<file path="src/rtl/loader_pkg.sv">
// Shared parameters and types for the activation stream loader.
// Latency: n/a (declarations only).
// Backpressure: n/a.
package loader_pkg;

    localparam int LD_DATA_W = 16;
    localparam int LD_ROWS   = 32;
    localparam int LD_AXI_W  = 64;
    localparam int LD_EPB    = LD_AXI_W / LD_DATA_W;  // elements per beat
    localparam int LD_BPV    = LD_ROWS / LD_EPB;      // beats per vector

    typedef enum logic [1:0] {
        IDLE,
        STREAM,
        DRAIN
    } rd_state_e;

    // One column vector: ROWS elements, element r at index r.
    typedef logic [LD_ROWS-1:0][LD_DATA_W-1:0] vec_t;

endpackage

</file>
<file path="src/rtl/act_stream_loader_if.sv">
// Bundles the AXI-Stream input beat and the vector output handshake of the loader.
// Latency: n/a (wiring only).
// Backpressure: s_axis_tready toward the source, vec_ready from the skew array.
interface act_stream_loader_if
    import loader_pkg::*;
#(
    parameter int DATA_W = LD_DATA_W,
    parameter int ROWS   = LD_ROWS,
    parameter int AXI_W  = LD_AXI_W
);
    logic [AXI_W-1:0]  s_axis_tdata;
    logic              s_axis_tvalid;
    logic              s_axis_tlast;
    logic              s_axis_tready;
    logic [DATA_W-1:0] vec_out [ROWS-1:0];
    logic              vec_vld;
    logic              vec_ready;

    // Loader side.
    modport slave (
        input  s_axis_tdata, s_axis_tvalid, s_axis_tlast, vec_ready,
        output s_axis_tready, vec_out, vec_vld
    );

    // Source / sink side.
    modport master (
        output s_axis_tdata, s_axis_tvalid, s_axis_tlast, vec_ready,
        input  s_axis_tready, vec_out, vec_vld
    );
endinterface

</file>
<file path="src/rtl/vec_pingpong.sv">
// Two-slot vector store with a tlast tag per slot and a retag port for the newest slot.
// Latency: a push is readable on rd_dat the cycle after it is written.
// Backpressure: none internally; the caller must not push when cnt == 2 or pop when cnt == 0.
module vec_pingpong #(
    parameter int DATA_W = 16,
    parameter int ROWS   = 32
) (
    input  logic                          clk,
    input  logic                          nrst,
    input  logic                          push,
    input  logic [ROWS-1:0][DATA_W-1:0]   push_dat,
    input  logic                          push_last,
    input  logic                          pop,
    input  logic                          retag,
    output logic [ROWS-1:0][DATA_W-1:0]   rd_dat,
    output logic                          rd_last,
    output logic                          last_tag,
    output logic [1:0]                    cnt
);

    logic [ROWS-1:0][DATA_W-1:0] slot [2];
    logic [1:0]                  tag;
    logic                        wr_ptr;
    logic                        rd_ptr;
    logic [1:0]                  cnt_q;

    // Pointers, fill count and tags; reset empties the store.
    always_ff @(posedge clk or negedge nrst) begin
        if (!nrst) begin
            wr_ptr <= 1'b0;
            rd_ptr <= 1'b0;
            cnt_q  <= 2'd0;
            tag    <= 2'b00;
        end else begin
            if (push) begin
                wr_ptr      <= ~wr_ptr;
                tag[wr_ptr] <= push_last;
            end
            // Retag never coincides with a push: it only follows a dropped short beat.
            if (retag) begin
                tag[~wr_ptr] <= 1'b1;
            end
            if (pop) begin
                rd_ptr <= ~rd_ptr;
            end
            cnt_q <= cnt_q + {1'b0, push} - {1'b0, pop};
        end
    end

    // Slot payload; occupancy is tracked by cnt_q so the data needs no reset.
    always_ff @(posedge clk) begin
        if (push) begin
            slot[wr_ptr] <= push_dat;
        end
    end

    assign rd_dat   = slot[rd_ptr];
    assign rd_last  = tag[rd_ptr];
    assign last_tag = tag[~wr_ptr];
    assign cnt      = cnt_q;

endmodule

</file>
<file path="src/rtl/act_stream_loader.sv">
// Unpacks AXI-Stream beats into ROWS-wide vectors, ping-pong buffers them, and appends ROWS-1 zero vectors per tile.
// Latency: beat accepted at cycle t that completes a vector -> vec_vld at t+1.
// Backpressure: s_axis_tready low while both slots are full (registered, no path from vec_ready); vec_ready low holds outputs.
// Build option LOADER_SHORT_PAD_EN: zero-pad and emit a vector cut short by tlast instead of dropping it.
module act_stream_loader
    import loader_pkg::*;
#(
    parameter int DATA_W = LD_DATA_W,
    parameter int ROWS   = LD_ROWS,
    parameter int AXI_W  = LD_AXI_W
) (
    input  logic                clk,
    input  logic                nrst,
    act_stream_loader_if.slave  bus,
    output logic                tile_done,
    output logic                err_short
);

    localparam int EPB = AXI_W / DATA_W;
    localparam int BPV = ROWS / EPB;
    localparam int BCW = (BPV > 1) ? $clog2(BPV) : 1;
    localparam int RW  = (ROWS > 1) ? $clog2(ROWS) : 1;

    typedef logic [ROWS-1:0][DATA_W-1:0] lvec_t;

    // Write side
    logic            init_q;
    logic            tready;
    logic            accept;
    logic            last_beat;
    logic            end_vec;
    logic            short_last;
    logic [BCW-1:0]  beat_cnt;
    lvec_t           accum;
    lvec_t           merged;
    logic            push;
    logic            retag;
    logic            drain_set;
    logic            drain_clr;
    logic            drain_req;
    logic            err_q;

    // Store
    lvec_t           rd_dat;
    logic            rd_last;
    logic            last_tag;
    logic [1:0]      cnt;

    // Read side
    rd_state_e       state_q;
    rd_state_e       state_d;
    logic [RW-1:0]   drain_cnt_q;
    logic [RW-1:0]   drain_cnt_d;
    logic            pop;
    logic            vld;
    logic            show;
    logic            done;

    // tready comes from registers only; init_q keeps it low while in reset.
    assign tready             = init_q && (cnt != 2'd2);
    assign bus.s_axis_tready  = tready;
    assign accept             = bus.s_axis_tvalid && tready;
    assign last_beat          = (beat_cnt == BCW'(BPV - 1));
    assign end_vec            = last_beat || bus.s_axis_tlast;
    assign short_last         = accept && bus.s_axis_tlast && !last_beat;

`ifdef LOADER_SHORT_PAD_EN
    assign push      = accept && end_vec;
    assign retag     = 1'b0;
    assign drain_set = 1'b0;
`else
    logic can_retag;
    // The newest committed slot must still be in the store after this cycle's pop and not already close a tile.
    assign can_retag = ((cnt == 2'd2) || ((cnt == 2'd1) && !pop)) && !last_tag;
    assign push      = accept && last_beat;
    assign retag     = short_last && can_retag;
    assign drain_set = short_last && !can_retag;
`endif

    // Current beat merged over the partial vector; rows not yet written stay zero.
    always_comb begin
        merged = accum;
        for (int k = 0; k < EPB; k++) begin
            merged[RW'(int'(beat_cnt) * EPB + k)] = bus.s_axis_tdata[k*DATA_W +: DATA_W];
        end
    end

    // Beat counter and partial-vector accumulator; cleared whenever a vector ends.
    always_ff @(posedge clk or negedge nrst) begin
        if (!nrst) begin
            beat_cnt <= '0;
            accum    <= '0;
        end else if (accept) begin
            if (end_vec) begin
                beat_cnt <= '0;
                accum    <= '0;
            end else begin
                beat_cnt <= beat_cnt + 1'b1;
                accum    <= merged;
            end
        end
    end

    // Ready enable, sticky short-tile error and pending drain for a tile with no committed vector.
    always_ff @(posedge clk or negedge nrst) begin
        if (!nrst) begin
            init_q    <= 1'b0;
            err_q     <= 1'b0;
            drain_req <= 1'b0;
        end else begin
            init_q <= 1'b1;
            if (short_last) begin
                err_q <= 1'b1;
            end
            if (drain_set) begin
                drain_req <= 1'b1;
            end else if (drain_clr) begin
                drain_req <= 1'b0;
            end
        end
    end

    vec_pingpong #(
        .DATA_W (DATA_W),
        .ROWS   (ROWS)
    ) u_store (
        .clk       (clk),
        .nrst      (nrst),
        .push      (push),
        .push_dat  (merged),
        .push_last (bus.s_axis_tlast),
        .pop       (pop),
        .retag     (retag),
        .rd_dat    (rd_dat),
        .rd_last   (rd_last),
        .last_tag  (last_tag),
        .cnt       (cnt)
    );

    // Read FSM state and drain counter registers.
    always_ff @(posedge clk or negedge nrst) begin
        if (!nrst) begin
            state_q     <= IDLE;
            drain_cnt_q <= '0;
        end else begin
            state_q     <= state_d;
            drain_cnt_q <= drain_cnt_d;
        end
    end

    // Read FSM next state and outputs: stream stored vectors, then ROWS-1 zero vectors per tile.
    always_comb begin
        state_d     = state_q;
        drain_cnt_d = drain_cnt_q;
        vld         = 1'b0;
        show        = 1'b0;
        pop         = 1'b0;
        done        = 1'b0;
        drain_clr   = 1'b0;
        unique case (state_q)
            IDLE: begin
                if (drain_req && (cnt == 2'd0)) begin
                    state_d     = DRAIN;
                    drain_cnt_d = '0;
                    drain_clr   = 1'b1;
                end else if ((cnt != 2'd0) || push) begin
                    state_d = STREAM;
                end
            end
            STREAM: begin
                if (cnt != 2'd0) begin
                    vld  = 1'b1;
                    show = 1'b1;
                    if (bus.vec_ready) begin
                        pop = 1'b1;
                        if (rd_last) begin
                            state_d     = DRAIN;
                            drain_cnt_d = '0;
                        end
                    end
                end else if (drain_req) begin
                    state_d     = DRAIN;
                    drain_cnt_d = '0;
                    drain_clr   = 1'b1;
                end
            end
            DRAIN: begin
                vld = 1'b1;
                if (bus.vec_ready) begin
                    if (drain_cnt_q == RW'(ROWS - 2)) begin
                        done = 1'b1;
                        // Go straight to streaming if the next tile is already buffered.
                        state_d = ((cnt != 2'd0) || push) ? STREAM : IDLE;
                    end else begin
                        drain_cnt_d = drain_cnt_q + 1'b1;
                    end
                end
            end
            default: state_d = IDLE;
        endcase
    end

    // Vector output: stored slot while streaming, zeros otherwise.
    always_comb begin
        for (int r = 0; r < ROWS; r++) begin
            bus.vec_out[r] = show ? rd_dat[r] : '0;
        end
    end

    assign bus.vec_vld = vld;
    assign tile_done   = done;
    assign err_short   = err_q;

endmodule
</file>
<file path="src/flat_wrapper.sv">
// flat-port wrapper written by rule: the top's interface ports become plain ports
module act_stream_loader_flat import loader_pkg::*;
#(
    parameter int DATA_W = LD_DATA_W,
    parameter int ROWS   = LD_ROWS,
    parameter int AXI_W  = LD_AXI_W
)
  (clk, nrst, tile_done, err_short, bus_s_axis_tdata, bus_s_axis_tvalid, bus_s_axis_tlast, bus_vec_ready, bus_s_axis_tready, bus_vec_out, bus_vec_vld);
  act_stream_loader_if #(.DATA_W(DATA_W), .ROWS(ROWS), .AXI_W(AXI_W)) bus_i ();
  input  logic clk;
  input  logic nrst;
  output logic tile_done;
  output logic err_short;
  input wire logic [$bits(bus_i.s_axis_tdata)-1:0] bus_s_axis_tdata;
  input wire logic [$bits(bus_i.s_axis_tvalid)-1:0] bus_s_axis_tvalid;
  input wire logic [$bits(bus_i.s_axis_tlast)-1:0] bus_s_axis_tlast;
  input wire logic [$bits(bus_i.vec_ready)-1:0] bus_vec_ready;
  output wire logic [$bits(bus_i.s_axis_tready)-1:0] bus_s_axis_tready;
  output wire logic [$bits(bus_i.vec_out)-1:0] bus_vec_out;
  output wire logic [$bits(bus_i.vec_vld)-1:0] bus_vec_vld;
  assign bus_i.s_axis_tdata = bus_s_axis_tdata;
  assign bus_i.s_axis_tvalid = bus_s_axis_tvalid;
  assign bus_i.s_axis_tlast = bus_s_axis_tlast;
  assign bus_i.vec_ready = bus_vec_ready;
  assign bus_s_axis_tready = bus_i.s_axis_tready;
  assign bus_vec_out = {>>{bus_i.vec_out}};
  assign bus_vec_vld = bus_i.vec_vld;
  act_stream_loader #(.DATA_W(DATA_W), .ROWS(ROWS), .AXI_W(AXI_W)) u_core (.clk(clk), .nrst(nrst), .bus(bus_i), .tile_done(tile_done), .err_short(err_short));
endmodule
</file>
<file path="config.mk">
export PLATFORM = sky130hd
export DESIGN_NAME = act_stream_loader_flat
export DESIGN_NICKNAME = d
export VERILOG_FILES = /design/src/rtl/loader_pkg.sv /design/src/rtl/act_stream_loader_if.sv /design/src/rtl/vec_pingpong.sv /design/src/rtl/act_stream_loader.sv /design/src/flat_wrapper.sv
export SDC_FILE = /design/constraint.sdc
export NUM_CORES = 2
export LEC_CHECK = 0
export CAP_MARGIN = 10
export CORE_ASPECT_RATIO = 0.6
export CORE_MARGIN = 3
export CORE_UTILIZATION = 52
export CTS_CLUSTER_DIAMETER = 60
export DETAILED_ROUTE_END_ITERATION = 10
export GPL_TIMING_DRIVEN = 0
export PLACE_DENSITY_LB_ADDON = 0.2
export SYNTH_ARGS = -nofsm -noshare
export SYNTH_HDL_FRONTEND = slang
export SYNTH_HIERARCHICAL = 1
export SYNTH_SLANG_ARGS = --single-unit
</file>
<file path="constraint.sdc">
create_clock -name clk -period 33.6 [get_ports clk]
set_input_delay 3.36 -clock clk [delete_from_list [all_inputs] [get_ports clk]]
set_output_delay 3.36 -clock clk [all_outputs]
set_load 0.005 [all_outputs]
</file>
==> images/zoom.png <==
The bar under the picture is 10 µm long. Window x 213 to 253, y 65 to 105 µm. Cells in grey, sequential cells in the stronger grey; small squares are vias.
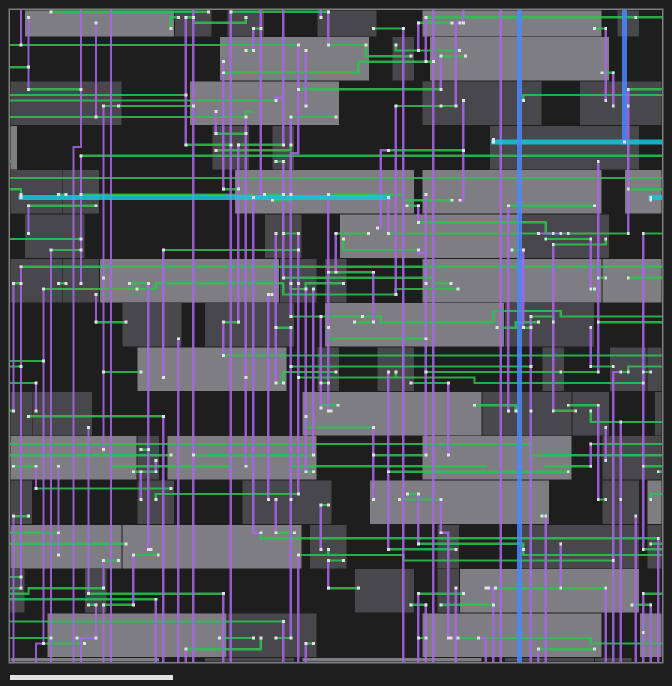
Key: cyan = met3; green = met1; blue = met4; purple = met2
Sequential cells in the window: 22. Netlist names of flops here include `u_core/u_store/slot` (14), `u_core/accum` (8). Most frequent: edfxtp_1 (14), and2_1 (13), clkbuf_1 (10). 64 logic cells have their middle in the window.

==> images/final_congestion.png <==
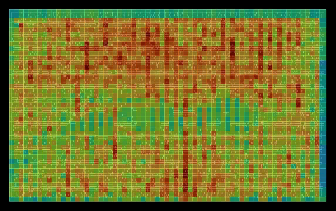
M2 GR Usage: 42.1%
wire length per cell: 26.1 µm
global routing usage on met1: 41.4%

==> images/met1.png <==
The bar under the picture is 100 µm long. Supply wires on this layer in grey.
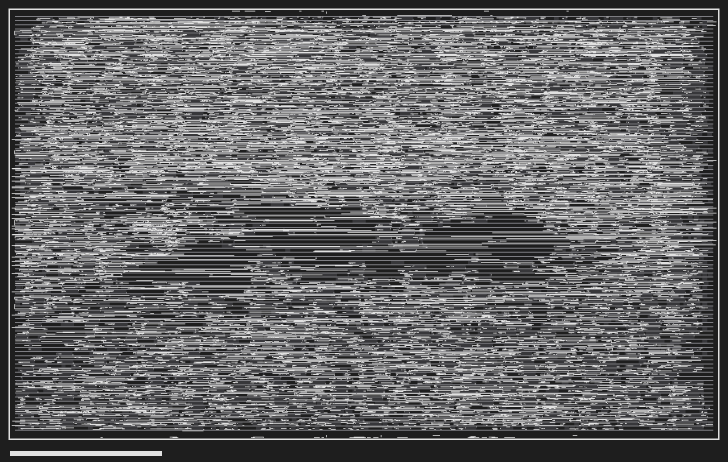
The longest straight run is 159 µm. The wires run mostly horizontal. The layer holds 43% of the routed length. The layer carries 79.5 mm of wire.
Routed WL: 184 mm
vias: 38,425

==> results.cfg <==
; flow metrics
[status]
status = finished, final reports clean

[drt]
met1_length_mm = 79.5
drc = 0
drt.antenna.violating_nets = 0
dr.first_iter.drc_count = 4089

[sta]
rsz0062_at_grt = false
tightest_slew_ns = 1.38
maxSlewHeadroom_pct = 8.31
period_minus_slack_ns = 8.44
period_used_pct = 25.1
fin_setup_tns_ns = 0
slew_violations = 0

[clock_tree]
path_clk_slew_ns = 0.06
cts_inserted_buffers = 149
cts_setup_buffers = 0
clkSinkCount = 1555
ctsResizeCount = 0
tritoncts = built

[critical_path]
cp-end-kind = primary output
criticalPathCategory = reg2out
worst_path_max_delay_cell = clkbuf_1
cp_slowest_stage_delay_ns = 1.07

[synth]
ys_sh_mux_pct = 16.2
flop_cell = edfxtp_1
yosysWarnings = 6
logic_family = multiplexers
synth_cell_types = 47
synthAoiAreaFrac_pct = 0.228
syn_nets = 4553
most_common_cell = edfxtp_1

[final_layout]
largestRegisters = u_core/u_store/slot: 1024 flops, u_core/accum: 512 flops, u_core/drain_cnt_q: 5 flops
layout.cells.non_filler = 7074
largest_register = u_core/u_store/slot
drive_above_1_share_pct = 20.3
largest_register_ffs = 1024

[floorplanning]
dieHeight_um = 282
fp_util_pct = 52.8
die_w_um = 465
core_area_um2 = 125000

[hold_path]
hp-start = u_core/accum[165]
hold_class = reg2reg

[global_route]
grt-busiest-layer = met2

[place]
pre_cts_ws_ns = 25.51
dp.cells = 6777
==> images/met2.png <==
The bar under the picture is 100 µm long.
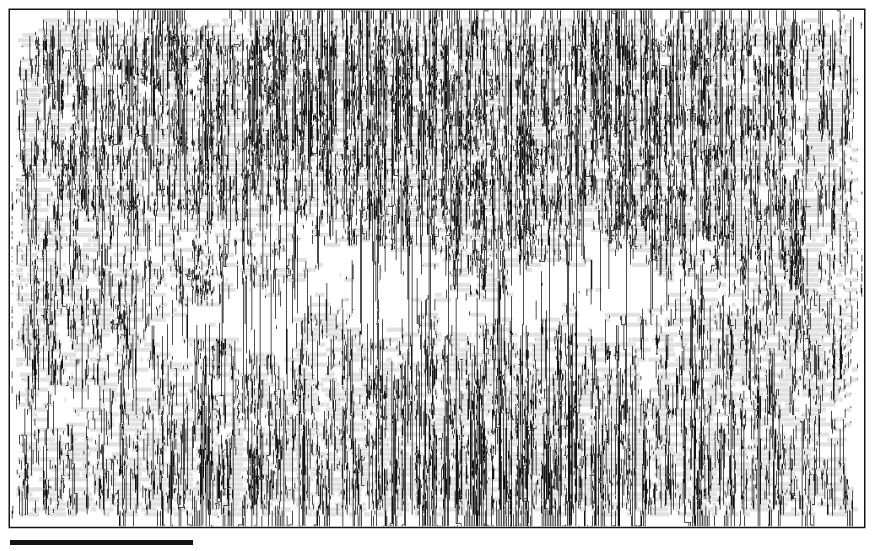
The wires run mostly vertical. The layer holds 45% of the routed length.

==> images/drive_strength.png <==
The bar under the picture is 100 µm long.
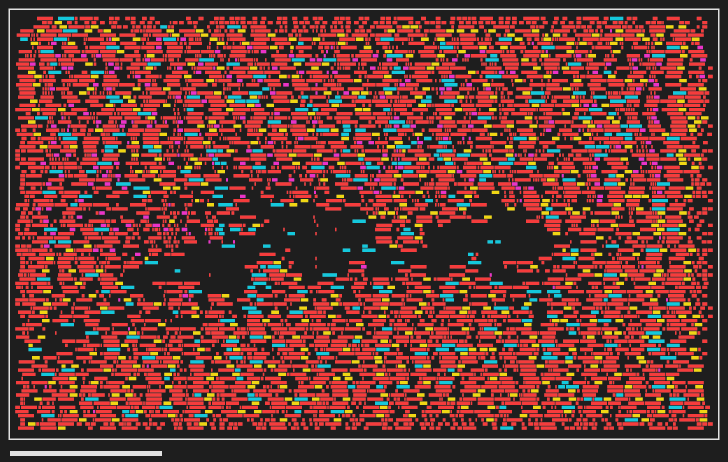
Key: magenta = drive 2 [cells 246, share 4.6%]; yellow = drive 3 to 4 [cells 534, share 9.9%]; cyan = drive 6 and up [cells 309, share 5.7%]; red = drive 1 or less [cells 4,286, share 80%]
area grow syn2layout: 21.5%
Buffers excl. clock: 1,132
final instance area: 80,000 µm²
worst setup margin: 25.16 ns

[layout make-up]
| class | count | area, µm² |
|---|---|---|
| Antenna cell | 16 | 40.0 |
| Buffer | 508 | 2500 |
| Clock buffer | 214 | 4410 |
| Clock inverter | 65 | 803 |
| Fill cell | 9382 | 44800 |
| Inverter | 9 | 33.8 |
| Multi-Input combinational cell | 2400 | 19300 |
| Sequential cell | 1555 | 44000 |
| Tap cell | 1683 | 2110 |
| Timing Repair Buffer | 624 | 6770 |
[report_power, final]
group          total (mW)  leakage (nW)  internal (mW)  switching (mW)
Clock                1.77          2.55           1.04           0.735
Combinational        2.35          14.0           1.15            1.19
Sequential           2.27          16.8           2.21          0.0560
Total                6.38          33.3           4.40            1.98
No activity file was given, so power comes from the tool's default toggle rates.
